Design pipeline_hazard_ctrl_flat, sky130hd; sources not shown.
final_congestion.png
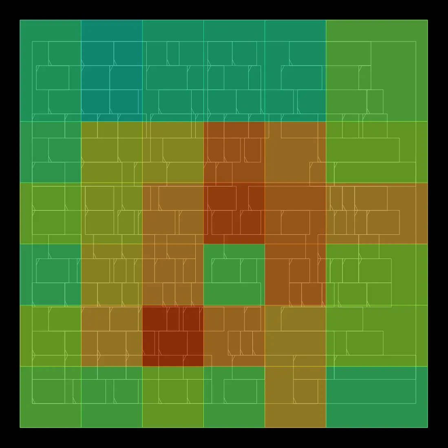
M2 GR Usage: 46.8%
grt met3 use: 3.97%
Util after Layout: 73.8%
total routing usage reported by global routing: 23.6%

clock_map.png
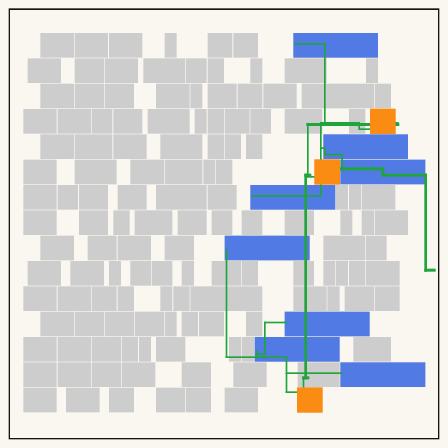
Green shows clock wires, length 145 microns. Blue shows flip-flops, count 8. Orange shows cells driving clock nets, count 3.
There are 4 routed clock nets.
Clock Latency Late Sink: 260 ps
Final Skew: 1.17 ps
Clock Power Share: 9.8%
Clk. pwr: 48.0 uW

metal_stack.png
Two of the layers only.
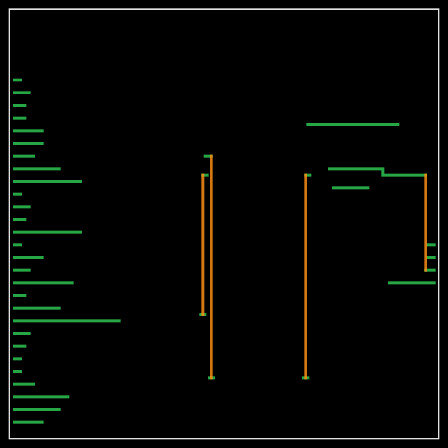
Orange shows met4, wire length 70.7 microns. Green shows met3, wire length 117 microns.
Post-Route WL: 2.22 mm
wire per inst: 13.4 microns
routed vias: 921

cell_classes.png
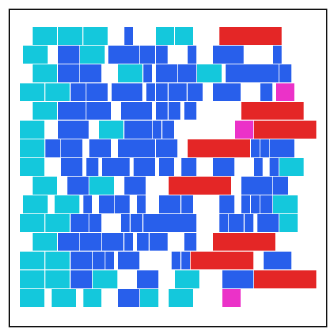
Blue shows all other logic, cells 92, share of their area 54%. Magenta shows cells driving clock nets, cells 3, share of their area 1.8%. Cyan shows other buffers and delay cells, cells 38, share of their area 29%. Red shows flops, cells 8, share of their area 16%.
Seq/total area: 15.4%
Site Rows: 15
core box area: 1760 sq um
final instance area: 1300 sq um

==> notes.md <==
impl run done, here's what came out: status finished, final reports clean, yosys adder share 8.45%, Final setup viols 0, area reported by Yosys stat 888 sq um, Final Max Slew Viols 0, Complex Gates by Area 16.2%, Synth Instances 101, Rel. slew slack 67.1%, clock sink count 8, Critical Path Source Type input pin, worst r2r path cells 8, Main logic family simple AND/OR/NAND/NOR gates, clock-pin slew on the worst setup and hold paths 50 ps, Yosys Instances 101, RSZ-0062 raised after global routing no, DR vias/cell 5.55, drt drc 0, root buffer cell clkbuf_4, PnR Total Power 490 uW, Peak VDD IR 184 uV, H-tree depth 1, Final period util 88.3%, Post-synth EDFFs 0, max reg flops 6, worst-case clock buffer depth 2, placed cell area 1280 sq um, CP required 4050 ps, initial antenna violation count 0, Antenna Nets Post-Route 0, Final Hold Fails 0, PostCTS Resize Cnt 0, CTS Buf Count 3, share of layout cells above drive strength 1 12.1%, vias in the first global route 905, total inserted antenna cells 0, P_leak 0.000494 uW, measured slew at the worst slew-check pin 493 ps, worst reg2reg setup slack 3330 ps, crit path DAT 3420 ps, CTS Hold Bufs 0, Cell area leaders dfrtp_1 (23%), xnor2_1 (12%), ha_1 (8.5%), xor2_1 (4.9%), nor4_4 (4.8%), final global-route overflow total 0, Port Buffer Count 38, Post-Syn Nets 139, Synth mux share 3.66%, Hold Path Stages 1, prevailing post-synth register cell dfrtp_1, Worst Setup End Kind output port, XOR Share, Synth 16.8%, Simple-Gate Area Share 29.4%, Power Density 376 nW/um^2, Fmax achieved 0.210 GHz, first-pass GRT wire length 3.51 mm, setup TNS 0 ps, Setup WS post-layout 634 ps
## critical path: stages
cell and delay [ps]:
clkdlybuf4s50_1 560, xnor2_1 140, nand3_1 110, or3_4 420, a21oi_2 240, nor3_1 100
a211o_1 310, buf_4 190
## where the power goes
group / total (uW) / switching [uW] / internal (uW)
Combinational: 306 / 175 / 131
Clock: 48.0 / 22.4 / 25.6
Sequential: 136 / 43.6 / 92.8
Total: 490 / 241 / 249
## kinds of logic after synthesis
kind of cell	after synthesis
buf+inv	6
xor+xnor	17
compound gates	18
flops	8
fa+ha+maj	6
mux	3
simple gates	43
## metrics by stage
stage / hold WS [ps] / cells
2_1_floorplan: 470 / 101
3_3_place_gp: 501 / 163
3_5_place_dp: 514 / 163
4_1_cts: 518 / 166
5_1_grt: 558 / 166
6_report: 518 / 166
## cell usage in the layout (no fill, tap or decap), types with 2 or more instances in the layout
cell type and n:
clkdlybuf4s50_1 33, xnor2_1 12, nand2_1 11, dfrtp_1 8, nand3_1 7, ha_1 6
inv_1 5, xor2_1 5, nor2_1 5, nor3_1 5, buf_4 5, nand2b_1 3
clkbuf_4 3, nor4_4 2, nor4_1 2, nor2b_1 2, o22ai_1 2, o21ai_1 2
o21ai_0 2, o211ai_1 2
## routing by layer
layer | global-route usage, % | vias up | part of all wire [%]
li1 | - | 449 | -
met1 | 21.4 | 422 | 36
met2 | 46.8 | 42 | 56
met3 | 3.97 | 8 | 5.3
met4 | 14.7 | 0 | 3.2
met5 | 0 | - | 0
## final cells by class
cell class              count  area [sq um]
clock buffers               3          22.5
fillers                   152           462
inverters                   5          18.8
multi-input cells          87           662
flip-flops and latches      8           200
well taps                  25          31.3
repair buffers             38           368
Power is estimated from default activity; no workload was simulated.
